<file path="src/rtl/ps2_entry_ctrl_if.sv">
// rtl/ps2_entry_ctrl_if.sv - token output handshake between keyboard front-end and ALU side
interface ps2_entry_ctrl_if #(
    parameter int VAL_W = 10
);
    logic             out_valid;
    logic             out_ready;
    logic             out_is_op;
    logic [1:0]       out_op;
    logic [VAL_W-1:0] out_value;

    modport master (
        output out_valid,
        output out_is_op,
        output out_op,
        output out_value,
        input  out_ready
    );

    modport slave (
        input  out_valid,
        input  out_is_op,
        input  out_op,
        input  out_value,
        output out_ready
    );
endinterface

</file>
<file path="src/rtl/ps2_entry_ctrl.sv">
// rtl/ps2_entry_ctrl.sv - PS/2 set-2 receiver, scan-code decode and decimal operand entry
module ps2_entry_ctrl #(
    parameter int NUM_DIGITS  = 3,
    parameter int VAL_W       = 10,
    parameter int TIMEOUT_CYC = 100000
) (
    input  logic                               clk,
    input  logic                               rst,
    input  logic                               kb_clk_sync,
    input  logic                               kb_data_sync,
    ps2_entry_ctrl_if.master                   tok,
    output logic [4*NUM_DIGITS-1:0]            entry_bcd,
    output logic [$clog2(NUM_DIGITS+1)-1:0]    entry_len,
    output logic                               frame_err,
    output logic                               overrun
);
    localparam int LEN_W = $clog2(NUM_DIGITS + 1);
    localparam int BCD_W = 4 * NUM_DIGITS;
    localparam int TO_W  = $clog2(TIMEOUT_CYC + 1);

    typedef enum logic [1:0] {S_IDLE, S_BRK, S_EXT, S_EXT_BRK} pstate_t;
    typedef enum logic [2:0] {A_NONE, A_DIGIT, A_OP, A_ENTER, A_BKSP, A_ESC} act_t;

    logic            kb_clk_q;
    logic [3:0]      bit_cnt;
    logic [9:0]      shreg;
    logic [TO_W-1:0] to_cnt;
    logic            code_stb;
    logic [7:0]      code;
    logic            kb_fall;

    pstate_t         pstate;
    act_t            act;
    logic [3:0]      act_val;
    logic            pend_valid;
    logic [1:0]      pend_op;
    logic [VAL_W-1:0] bin;
    logic            busy;

    assign kb_fall = kb_clk_q & ~kb_clk_sync;
    assign busy    = tok.out_valid | pend_valid;

    // Frame receiver: shift bits on kb_clk falling edges, validate on the 11th, drop stale partial frames
    always_ff @(posedge clk or posedge rst) begin
        if (rst) begin
            kb_clk_q  <= 1'b0;
            bit_cnt   <= '0;
            shreg     <= '0;
            to_cnt    <= '0;
            code_stb  <= 1'b0;
            code      <= '0;
            frame_err <= 1'b0;
        end else begin
            kb_clk_q  <= kb_clk_sync;
            code_stb  <= 1'b0;
            frame_err <= 1'b0;
            if (kb_fall) begin
                to_cnt <= '0;
                if (bit_cnt == 4'd10) begin
                    bit_cnt <= '0;
                    // shreg holds start in bit 0, data in 8:1, parity in 9; stop is on the line now
                    if (!shreg[0] && (^shreg[9:1]) && kb_data_sync) begin
                        code_stb <= 1'b1;
                        code     <= shreg[8:1];
                    end else begin
                        frame_err <= 1'b1;
                    end
                end else begin
                    shreg   <= {kb_data_sync, shreg[9:1]};
                    bit_cnt <= bit_cnt + 4'd1;
                end
            end else if (bit_cnt != 4'd0) begin
                if (to_cnt == TO_W'(TIMEOUT_CYC - 1)) begin
                    bit_cnt   <= '0;
                    to_cnt    <= '0;
                    frame_err <= 1'b1;
                end else begin
                    to_cnt <= to_cnt + 1'b1;
                end
            end
        end
    end

    // Translate a received code into a key action according to the current prefix state
    always_comb begin
        act     = A_NONE;
        act_val = 4'd0;
        if (code_stb) begin
            case (pstate)
                S_IDLE: begin
                    case (code)
                        8'h45, 8'h70: begin act = A_DIGIT; act_val = 4'd0; end
                        8'h16, 8'h69: begin act = A_DIGIT; act_val = 4'd1; end
                        8'h1E, 8'h72: begin act = A_DIGIT; act_val = 4'd2; end
                        8'h26, 8'h7A: begin act = A_DIGIT; act_val = 4'd3; end
                        8'h25, 8'h6B: begin act = A_DIGIT; act_val = 4'd4; end
                        8'h2E, 8'h73: begin act = A_DIGIT; act_val = 4'd5; end
                        8'h36, 8'h74: begin act = A_DIGIT; act_val = 4'd6; end
                        8'h3D, 8'h6C: begin act = A_DIGIT; act_val = 4'd7; end
                        8'h3E, 8'h75: begin act = A_DIGIT; act_val = 4'd8; end
                        8'h46, 8'h7D: begin act = A_DIGIT; act_val = 4'd9; end
                        8'h79:        begin act = A_OP;    act_val = 4'd0; end
                        8'h7B:        begin act = A_OP;    act_val = 4'd1; end
                        8'h7C:        begin act = A_OP;    act_val = 4'd2; end
                        8'h5A:        act = A_ENTER;
                        8'h66:        act = A_BKSP;
                        8'h76:        act = A_ESC;
                        default:      act = A_NONE;
                    endcase
                end
                S_EXT: begin
                    if (code == 8'h5A) begin
                        act = A_ENTER;
                    end else if (code == 8'h4A) begin
                        act     = A_OP;
                        act_val = 4'd3;
                    end
                end
                default: act = A_NONE;
            endcase
        end
    end

    // BCD entry to binary, most significant digit first
    always_comb begin
        bin = '0;
        for (int i = NUM_DIGITS - 1; i >= 0; i--) begin
            bin = bin * VAL_W'(10) + VAL_W'(entry_bcd[4*i +: 4]);
        end
    end

    // Prefix FSM, entry register and token output with one-deep pending operator
    always_ff @(posedge clk or posedge rst) begin
        if (rst) begin
            pstate        <= S_IDLE;
            entry_bcd     <= '0;
            entry_len     <= '0;
            overrun       <= 1'b0;
            pend_valid    <= 1'b0;
            pend_op       <= '0;
            tok.out_valid <= 1'b0;
            tok.out_is_op <= 1'b0;
            tok.out_op    <= '0;
            tok.out_value <= '0;
        end else begin
            if (code_stb) begin
                case (pstate)
                    S_IDLE:  pstate <= (code == 8'hF0) ? S_BRK :
                                       (code == 8'hE0) ? S_EXT : S_IDLE;
                    S_EXT:   pstate <= (code == 8'hF0) ? S_EXT_BRK : S_IDLE;
                    default: pstate <= S_IDLE;
                endcase
            end

            // A transfer either retires the token or promotes the pending operator
            if (tok.out_valid && tok.out_ready) begin
                if (pend_valid) begin
                    tok.out_is_op <= 1'b1;
                    tok.out_op    <= pend_op;
                    tok.out_value <= '0;
                    pend_valid    <= 1'b0;
                end else begin
                    tok.out_valid <= 1'b0;
                end
            end

            case (act)
                A_DIGIT: begin
                    if (entry_len < LEN_W'(NUM_DIGITS)) begin
                        entry_bcd <= (entry_bcd << 4) | BCD_W'(act_val);
                        entry_len <= entry_len + 1'b1;
                    end
                end
                A_BKSP: begin
                    if (entry_len != '0) begin
                        entry_bcd <= entry_bcd >> 4;
                        entry_len <= entry_len - 1'b1;
                    end
                end
                A_ESC: begin
                    entry_bcd <= '0;
                    entry_len <= '0;
                    overrun   <= 1'b0;
                end
                A_ENTER, A_OP: begin
                    if (act == A_OP || entry_len != '0) begin
                        entry_bcd <= '0;
                        entry_len <= '0;
                        if (busy) begin
                            overrun <= 1'b1;
                        end else if (entry_len != '0) begin
                            tok.out_valid <= 1'b1;
                            tok.out_is_op <= 1'b0;
                            tok.out_op    <= '0;
                            tok.out_value <= bin;
                            if (act == A_OP) begin
                                pend_valid <= 1'b1;
                                pend_op    <= act_val[1:0];
                            end
                        end else begin
                            tok.out_valid <= 1'b1;
                            tok.out_is_op <= 1'b1;
                            tok.out_op    <= act_val[1:0];
                            tok.out_value <= '0;
                        end
                    end
                end
                default: ;
            endcase
        end
    end
endmodule

</file>
<file path="src/flat_wrapper.sv">
// flat-port wrapper written by rule: the top's interface ports become plain ports
module ps2_entry_ctrl_flat 
#(
    parameter int NUM_DIGITS  = 3,
    parameter int VAL_W       = 10,
    parameter int TIMEOUT_CYC = 100000
)
  (clk, rst, kb_clk_sync, kb_data_sync, entry_bcd, entry_len, frame_err, overrun, tok_out_valid, tok_out_is_op, tok_out_op, tok_out_value, tok_out_ready);
  ps2_entry_ctrl_if #(.VAL_W(VAL_W)) tok_i ();
  input  logic clk;
  input  logic rst;
  input  logic kb_clk_sync;
  input  logic kb_data_sync;
  output logic [4*NUM_DIGITS-1:0] entry_bcd;
  output logic [$clog2(NUM_DIGITS+1)-1:0] entry_len;
  output logic frame_err;
  output logic overrun;
  output wire logic [$bits(tok_i.out_valid)-1:0] tok_out_valid;
  output wire logic [$bits(tok_i.out_is_op)-1:0] tok_out_is_op;
  output wire logic [$bits(tok_i.out_op)-1:0] tok_out_op;
  output wire logic [$bits(tok_i.out_value)-1:0] tok_out_value;
  input wire logic [$bits(tok_i.out_ready)-1:0] tok_out_ready;
  assign tok_out_valid = tok_i.out_valid;
  assign tok_out_is_op = tok_i.out_is_op;
  assign tok_out_op = tok_i.out_op;
  assign tok_out_value = tok_i.out_value;
  assign tok_i.out_ready = tok_out_ready;
  ps2_entry_ctrl #(.NUM_DIGITS(NUM_DIGITS), .VAL_W(VAL_W), .TIMEOUT_CYC(TIMEOUT_CYC)) u_core (.clk(clk), .rst(rst), .kb_clk_sync(kb_clk_sync), .kb_data_sync(kb_data_sync), .tok(tok_i), .entry_bcd(entry_bcd), .entry_len(entry_len), .frame_err(frame_err), .overrun(overrun));
endmodule
</file>
<file path="config.mk">
export PLATFORM = sky130hd
export DESIGN_NAME = ps2_entry_ctrl_flat
export DESIGN_NICKNAME = d
export VERILOG_FILES = /design/src/rtl/ps2_entry_ctrl_if.sv /design/src/rtl/ps2_entry_ctrl.sv /design/src/flat_wrapper.sv
export SDC_FILE = /design/constraint.sdc
export NUM_CORES = 1
export LEC_CHECK = 0
export ABC_AREA = 0
export CORE_ASPECT_RATIO = 1.1
export CORE_UTILIZATION = 58
export CTS_BUF_LIST = sky130_fd_sc_hd__clkbuf_4 sky130_fd_sc_hd__clkbuf_8 sky130_fd_sc_hd__clkbuf_16
export CTS_CLUSTER_DIAMETER = 60
export DETAILED_ROUTE_END_ITERATION = 8
export PLACE_DENSITY = 0.85
export SETUP_SLACK_MARGIN = 0.05
export SLEW_MARGIN = 40
export SYNTH_ARGS = -nofsm -noshare
export SYNTH_HDL_FRONTEND = slang
export SYNTH_SLANG_ARGS = --single-unit
</file>
<file path="constraint.sdc">
create_clock -name clk -period 4.3 [get_ports clk]
set_input_delay 0.43 -clock clk [delete_from_list [all_inputs] [get_ports clk]]
set_output_delay 0.43 -clock clk [all_outputs]
set_load 0.02 [all_outputs]
</file>
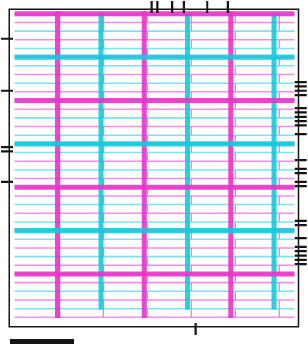
Figure 1: run 1, PDN straps and rails.
Bar = 20 um. Pins as bars on the die edge. Tap cells in grey.
Key: VDD = cyan; VSS = magenta
The core has 35 rows. 6 straps on met4. 35 signal pins sit on the boundary.

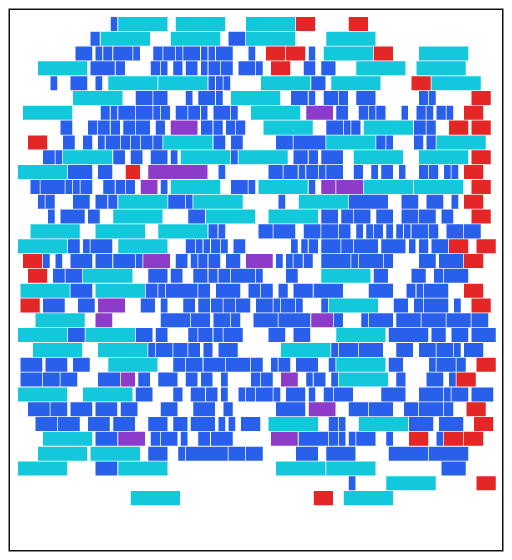
Figure 2: run 1, cells coloured by class.
Key: registers = cyan [cells 76]; remaining buffers and delay cells = red [cells 35]; remaining logic cells = blue [cells 411]; clock drivers and dummy loads = purple [cells 16]

==> metrics.log, run 1 <==
[report] extracting results
INFO  metric yosysWarnings = 0
INFO  metric clock_sinks = 76
INFO  metric synth-seq-area-share = 0.382
INFO  metric cts_inserted_buffers = 9
INFO  metric fillCellCount = 666
INFO  metric row_cnt = 35
INFO  metric htreeDepth = 3
INFO  metric routed_via_density = 6.04
INFO  metric grt_antenna_before_repair = 0
INFO  metric antenna_cells = 0
INFO  metric layout_top_cells = dfrtp_1 (76), nand2_1 (49), nor2_1 (36), clkdlybuf4s50_1 (34), o21ai_0 (29)
INFO  metric worst_setup_path_start_kind = register
INFO  metric place_hpwl = 7.40 mm
INFO  metric drt_pass1_iterations = 6
INFO  metric critical_path_cell_with_the_highest_stage_delay = fa_1
INFO  metric final_net_count = 567
INFO  metric floorplan.io_pins = 35
INFO  metric critical_path.top_delay_family = adder cells
INFO  metric path_clk_slew = 0.08 ns
INFO  metric ant_nets = 0
INFO  metric outcome = finished, final reports clean
INFO  metric final_critical_path_setup_slack = 0.657 ns
INFO  metric drt_iter0_drc = 103
INFO  metric utilization = 0.663
INFO  metric max-vdd-ir-drop = 319 uV
INFO  metric grt_first_pass_wirelength = 18.2 mm
INFO  metric yosysTopAreaCell = dfrtp_1
INFO  metric tightest_slew = 0.682 ns
INFO  metric post_layout_nonfiller_instances = 649
INFO  metric postCtsSetupBuffers = 0
INFO  metric setup_viol = 0
INFO  metric met1_length = 4.42 mm
INFO  metric tritoncts_clock_tree = yes
INFO  metric min_period_over_period = 0.847
INFO  metric powerDensity = 329 nW/um^2
INFO  metric synth.lib_cells_used.distinct = 67
INFO  metric grt_overflow = 0
INFO  metric maxCapViolCount = 0
INFO  metric via_count = 3917
INFO  metric postRouteWirelength = 10.3 mm
INFO  metric floorplan.core_util = 0.594
INFO  metric place_area = 5340 sq um
INFO  metric clockBufferDepth = 2
INFO  metric portBuffers = 34
INFO  metric postSynth.topFlopCell = dfrtp_1
INFO  metric worstHoldPathType = primary input to asynchronous set/reset pin
INFO  metric netlist_area = 4970 sq um
INFO  metric postSynth.asyncResetShare = 1.00
INFO  metric globalRouteTotalUtil = 0.253
INFO  metric area_of_all_placed_cells_without_fillers = 5550 sq um
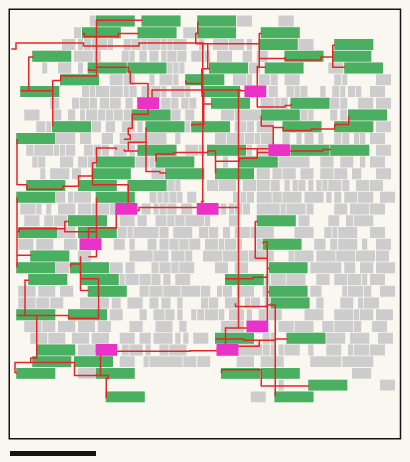
Figure 3: run 1, clock distribution.
Bar = 20 um.
Key: clock-net drivers = magenta [count 9]; flip-flops = green [count 76]; clock wires = red [length 950 um]
There are 10 routed clock nets.

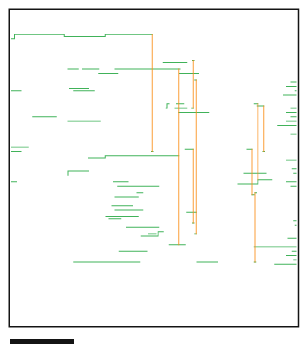
Figure 4: run 1, signal wires by layer.
Bar = 20 um. Two of the layers only.
Key: M3 = green [wire length 404 um]; M4 = orange [wire length 252 um]

run 1: report_power, final:
| group | switching [mW] | internal [mW] |
|---|---|---|
| Sequential | 0.112 | 0.793 |
| Combinational | 0.176 | 0.181 |
| Clock | 0.290 | 0.276 |
run 1: cells by family (layout without fill, tap and decap cells):
logic type               after synthesis  after routing  share of synthesized area
multiplexers                          38             38                     0.0873
buffers and inverters                 45             72                     0.0413
AND/OR/NAND/NOR                      184            184                      0.202
flip-flops                            76             76                      0.382
adder cells (fa/ha/maj)               29             29                     0.0790
XOR/XNOR                              39             39                     0.0687
AND-OR/OR-AND                        100            100                      0.139
run 1: cell type report:
class,instances,share of cell area
inverter,21,0.0147
sequential,76,0.343
multi-input combinational,390,0.518
tap,111,0.0250
timing repair buffer,35,0.0627
clock inverter,7,0.0149
clock buffer,9,0.0223
run 1: worst paths after layout:
kind	cells past startpoint	endpoint	slack [ns]
hold / removal	2	u_core.shreg[4]$_DFFE_PP0P_	0.50
setup / recovery	14	u_core.tok.out_value[9]$_DFF_PP0_	0.66
min in group clk	1	u_core.overrun$_DFFE_PP0P_	0.51
max in group asynchronous	3	u_core.tok.out_value[6]$_DFF_PP0_	3.01
setup reg to reg	14	u_core.tok.out_value[9]$_DFF_PP0_	0.66
hold reg to reg	1	u_core.overrun$_DFFE_PP0P_	0.51
run 1: registers in the layout, indices dropped and copies added, names as in the netlist, 4 cells and up:
signal                count
u_core.shreg             10
u_core.tok.out_value     10
u_core.code               8
u_core.bit_cnt            4
u_core.to_cnt            17
u_core.entry_bcd         12
run 1: per-layer routing:
| layer | vias up | GRT usage |
|---|---|---|
| li1 | 1872 | - |
| met1 | 1914 | 0.307 |
| met2 | 110 | 0.445 |
| met3 | 21 | 0.0505 |
| met4 | 0 | 0.102 |
| met5 | - | 0 |
Figure 5. Clock routing (run 1).
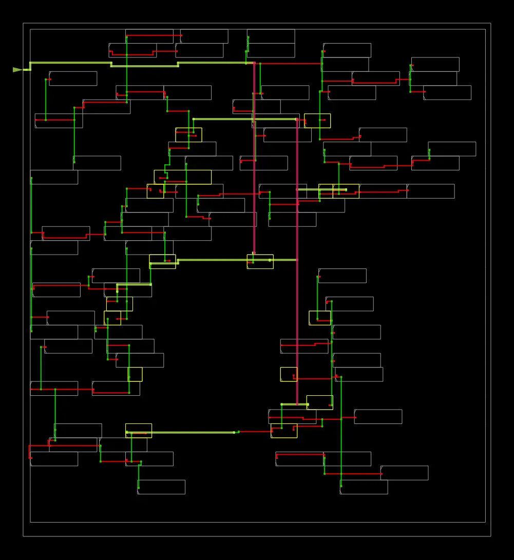

==> run 2: changes to the inputs <==
- CORE_UTILIZATION: 58 -> 54
- PLACE_DENSITY: 0.85 -> 0.83
- clock period: 4.3 -> 3.04 ns (I/O delays scaled with it)
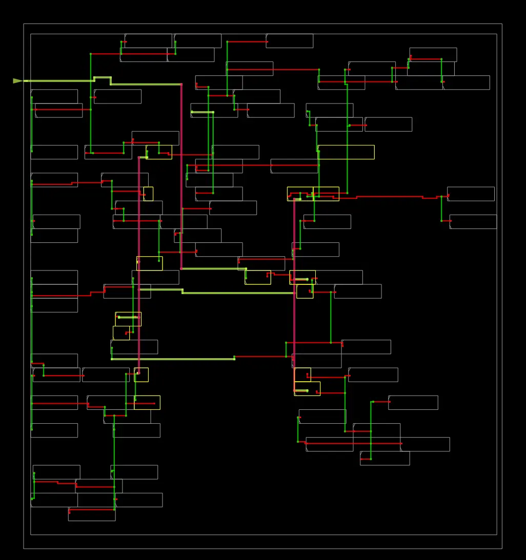
Figure 6: run 2, clock routing.
number of sequential cells: 76
reported clock group power: 777 uW
TritonCTS sink count: 76

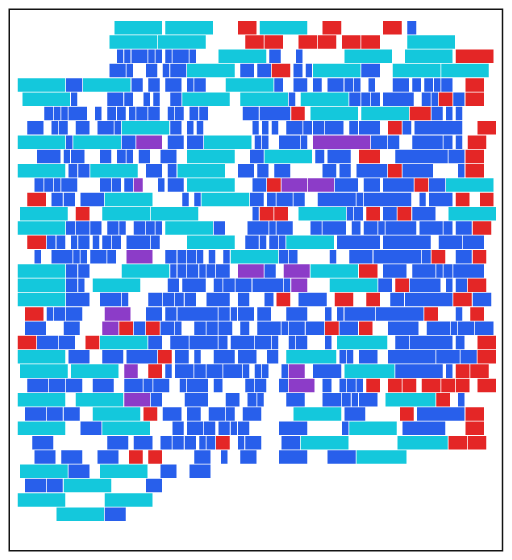
Figure 7: run 2, cells coloured by class.
Key: remaining buffers and delay cells = red [cells 76]; remaining logic cells = blue [cells 411]; registers = cyan [cells 76]; clock drivers and dummy loads = purple [cells 15]

==> run 2 against run 1 <==
Effect of this change:
- the flow now finishes with violations (setup timing)
- utilization increased by 2.2 points
- worst hold slack got worse by 0.23 ns
- highest routed layer unchanged
- sequential share of layout area decreased by 3.0 points
- wire length increased by 13%
- final area increased by 10%
- worst setup slack got worse by 1.0 ns
- combinational power increased by 54%
- fmax increased by 7.6%
==> metrics.log, run 2 <==
[report] extracting results
INFO  metric setup_viol = 3
INFO  metric htreeDepth = 3
INFO  metric area_of_all_placed_cells_without_fillers = 6110 sq um
INFO  metric reg.largest.list = u_core.to_cnt (17), u_core.entry_bcd (12)
INFO  metric via_count = 4120
INFO  metric regToRegSetupSlack = -0.35 ns
INFO  metric met3_usage = 0.0310
INFO  metric combinationalPowerShare = 0.212
INFO  metric final_net_count = 608
INFO  metric postSynth.asyncResetShare = 1.00
INFO  metric postCtsSetupBuffers = 1
INFO  metric largest_class = logic gates
INFO  metric comb_cells = 390
INFO  metric outcome = finished with violations
INFO  metric final_critical_path_setup_slack = -0.345 ns
INFO  metric clock_cell_area_share = 0.0315
INFO  metric postRouteWirelength = 11.7 mm
INFO  metric max-vdd-ir-drop = 422 uV
INFO  metric worstRegToRegCells = 12
INFO  metric layout_top_cells = dfrtp_1 (70), nand2_1 (48), buf_4 (39), clkdlybuf4s50_1 (34), nor2_1 (33)
INFO  metric nonClockBufferCount = 76
INFO  metric grt_antenna_before_repair = 0
INFO  metric netlist_area = 4970 sq um
INFO  metric top_usage_layer = met2
INFO  metric postSynth.topFlopCell = dfrtp_1
INFO  metric yosysTopAreaCell = dfrtp_1
INFO  metric global_route.usage.met2 = 0.477
INFO  metric switching_share = 0.309
INFO  metric failed_checks = setup timing
INFO  metric cts_inserted_buffers = 9
INFO  metric routed_via_density = 5.95
INFO  metric met1_length = 4.75 mm
INFO  metric floorplan.io_pins = 35
INFO  metric net-switching-power = 800 uW
INFO  metric ant_nets = 0
INFO  metric taps = 114
INFO  metric floorplan.core_util = 0.558
INFO  metric fillCellCount = 666
INFO  metric grt_use_met1 = 0.284
INFO  metric seq_power_share = 0.488
INFO  metric place_area = 5720 sq um
INFO  metric clock_power_share = 0.300
INFO  metric min_period_over_period = 1.11
INFO  metric synth-seq-area-share = 0.382
INFO  metric largest_reg_flops = 17
INFO  metric clockBufferDepth = 2
INFO  metric synth.lib_cells_used.distinct = 67
INFO  metric globalRouteTotalUtil = 0.251
## run 2: cell counts after synthesis
No cell type changed its count.
## run 2: how the worst max path moves through the flow
stage                                                start                           endpoint
after floorplan           u_core.entry_bcd[11]$_DFFE_PP0P_  u_core.tok.out_value[9]$_DFF_PP0_
after global placement     u_core.entry_bcd[8]$_DFFE_PP0P_  u_core.tok.out_value[9]$_DFF_PP0_
after detailed placement   u_core.entry_bcd[8]$_DFFE_PP0P_  u_core.tok.out_value[9]$_DFF_PP0_
after CTS                 u_core.entry_bcd[11]$_DFFE_PP0P_  u_core.tok.out_value[9]$_DFF_PP0_
after global routing      u_core.entry_bcd[11]$_DFFE_PP0P_  u_core.tok.out_value[9]$_DFF_PP0_
final                     u_core.entry_bcd[11]$_DFFE_PP0P_  u_core.tok.out_value[9]$_DFF_PP0_
## run 2: power by group through the flow
| stage | Clock (mW) | Combinational, mW | Sequential (mW) |
|---|---|---|---|
| global route | 0.833 | 0.610 | 1.28 |
| global placement | 0 | 0.518 | 1.27 |
| detailed placement | 0 | 0.548 | 1.28 |
| finish | 0.777 | 0.549 | 1.26 |
| floorplan | 0 | 0.451 | 1.24 |
| CTS | 0.793 | 0.553 | 1.26 |
## run 2: critical path, stage by stage (launching register included)
cell and delay (ns):
dfrtp_2 0.43, ha_4 0.25, ha_4 0.16, fa_2 0.57, nand3_1 0.09, mux2_2 0.28
ha_1 0.27, ha_1 0.35, xnor2_2 0.24, nand3_2 0.14, xnor2_2 0.15, xnor2_1 0.21
o22ai_1 0.11
## run 2: stage by stage
stage / utilization / instances
2_1_floorplan: - / 511
4_1_cts: 0.666 / 688
6_report: 0.685 / 692
3_5_place_dp: 0.641 / 672
5_1_grt: 0.685 / 692
3_3_place_gp: 0.641 / 672
==> run 3: changes to the inputs <==
- CTS_CLUSTER_SIZE: default -> 14
==> run 3 against run 2 <==
Effect of this change:
- the run still ends with setup timing left
- fmax is the same
- clock power about the same
- non-clock buffer count unchanged
- cell count did not move
- clock-buffer cell count unchanged
- clock skew did not move
- worst setup slack is the same
==> metrics.log, run 3 <==
[report] extracting results
INFO  metric globalRouteTotalUtil = 0.251
INFO  metric combinationalPowerShare = 0.212
INFO  metric seq_power_share = 0.488
INFO  metric powerDensity = 423 nW/um^2
INFO  metric clock_power = 777 uW
INFO  metric synth-seq-area-share = 0.382
INFO  metric grt_antenna_before_repair = 0
INFO  metric critical_path_cell_with_the_highest_stage_delay = fa_2
INFO  metric net-switching-power = 800 uW
INFO  metric ant_nets = 0
INFO  metric clockBufferDepth = 2
INFO  metric fillCellCount = 666
INFO  metric setup_viol = 3
INFO  metric postSynth.topFlopCell = dfrtp_1
INFO  metric clock_power_share = 0.300
INFO  metric switching_share = 0.309
INFO  metric timing.critical_path.buf_inv = 0
INFO  metric floorplan.core_util = 0.558
INFO  metric top_power_group = sequential cells
INFO  metric final_critical_path_setup_slack = -0.345 ns
INFO  metric outcome = finished with violations
INFO  metric postSynth.asyncResetShare = 1.00
INFO  metric top_logic_cell_family_in_the_synthesized_netlist = simple AND/OR/NAND/NOR gates
INFO  metric layout_top_cells = dfrtp_1 (70), nand2_1 (48), buf_4 (39), clkdlybuf4s50_1 (34), nor2_1 (33)
INFO  metric non_clock_buffer_area_share = 0.111
INFO  metric utilization = 0.685
INFO  metric drt_iter0_drc = 184
INFO  metric antenna_cells = 0
INFO  metric tritoncts_clock_tree = yes
INFO  metric regMostFlops = u_core.to_cnt
INFO  metric row_cnt = 36
INFO  metric failed_checks = setup timing
INFO  metric max-vdd-ir-drop = 422 uV
INFO  metric post-place-cells = 672
INFO  metric routed_via_density = 5.95
INFO  metric portBuffers = 34
INFO  metric reg.largest.list = u_core.to_cnt (17), u_core.entry_bcd (12)
INFO  metric grt_first_pass_wirelength = 18.8 mm
INFO  metric postRouteWirelength = 11.7 mm
INFO  metric final_net_count = 608
INFO  metric synth_xor_xnor_area_share = 0.0687
INFO  metric worst_path_largest_cell_delay = 0.57 ns
INFO  metric yosysTopAreaCell = dfrtp_1
INFO  metric maxCapViolCount = 0
INFO  metric floorplan.io_pins = 35
INFO  metric min_period_over_period = 1.11
INFO  metric pwr.group.combinational = 549 uW
INFO  metric simple_gate_area_frac = 0.202
==> run 3: cell counts in the layout (fill, tap and decap cells not counted) <==
No cell type changed its count.
==> run 3: cell families (layout without fill, tap and decap cells) <==
kind of cell	count (synthesis)	count (layout)
adder cells (fa/ha/maj)	29	29
AND-OR/OR-AND	100	100
AND/OR/NAND/NOR	184	184
flip-flops	76	76
buffers and inverters	45	112
multiplexers	38	38
XOR/XNOR	39	39
==> run 3: worst paths after layout <==
| path | from | end | slack (ns) | cells after the start |
|---|---|---|---|---|
| hold / removal | rst | u_core.entry_len[1]$_DFFE_PP0P_ | 0.28 | 2 |
| setup / recovery | u_core.entry_bcd[11]$_DFFE_PP0P_ | u_core.tok.out_value[9]$_DFF_PP0_ | -0.35 | 12 |
| hold reg to reg | u_core.overrun$_DFFE_PP0P_ | u_core.overrun$_DFFE_PP0P_ | 0.52 | 1 |
| max in group asynchronous | rst | u_core.code[0]$_DFFE_PP0P_ | 2.01 | 3 |
| setup reg to reg | u_core.entry_bcd[11]$_DFFE_PP0P_ | u_core.tok.out_value[9]$_DFF_PP0_ | -0.35 | 12 |
| min in group clk | kb_clk_sync | u_core.kb_clk_q$_DFF_PP0_ | 0.46 | 1 |
==> run 3: worst register-to-register path, delay by kind of cell, from the launching register on <==
| family | cells | cell delay (ns) |
|---|---|---|
| fa+ha+maj | 5 | 1.60 |
| flops | 1 | 0.43 |
| simple gates | 2 | 0.23 |
| compound gates | 1 | 0.11 |
| mux | 1 | 0.28 |
| xor+xnor | 3 | 0.61 |
==> run 3: metal layers <==
metal / up-vias / wire, um / global-route usage
met5: - / 0 / 0
met4: 0 / 178 / 0.104
met3: 17 / 379 / 0.0310
met2: 103 / 6380 / 0.477
met1: 2041 / 4750 / 0.284
li1: 1959 / - / -
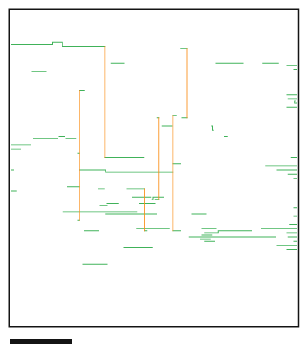
Figure 8: run 3, signal wires by layer.
Bar = 20 um. Two of the layers only.
Key: M3 = green [wire length 379 um]; M4 = orange [wire length 178 um]

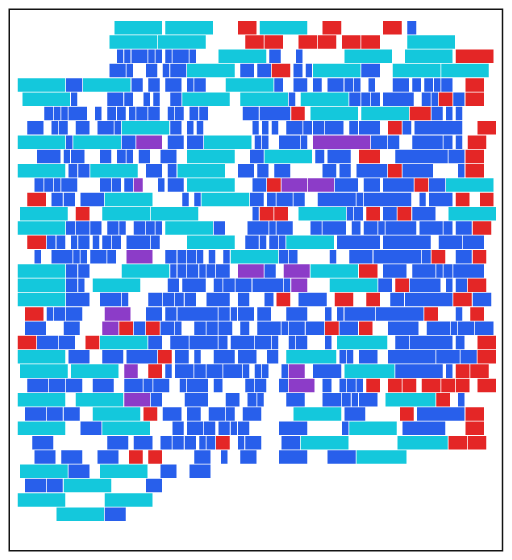
Figure 9: run 3, cells coloured by class.
Key: registers = cyan [cells 76]; clock drivers and dummy loads = purple [cells 15]; remaining logic cells = blue [cells 411]; remaining buffers and delay cells = red [cells 76]

Power is estimated from default activity; no workload was simulated.
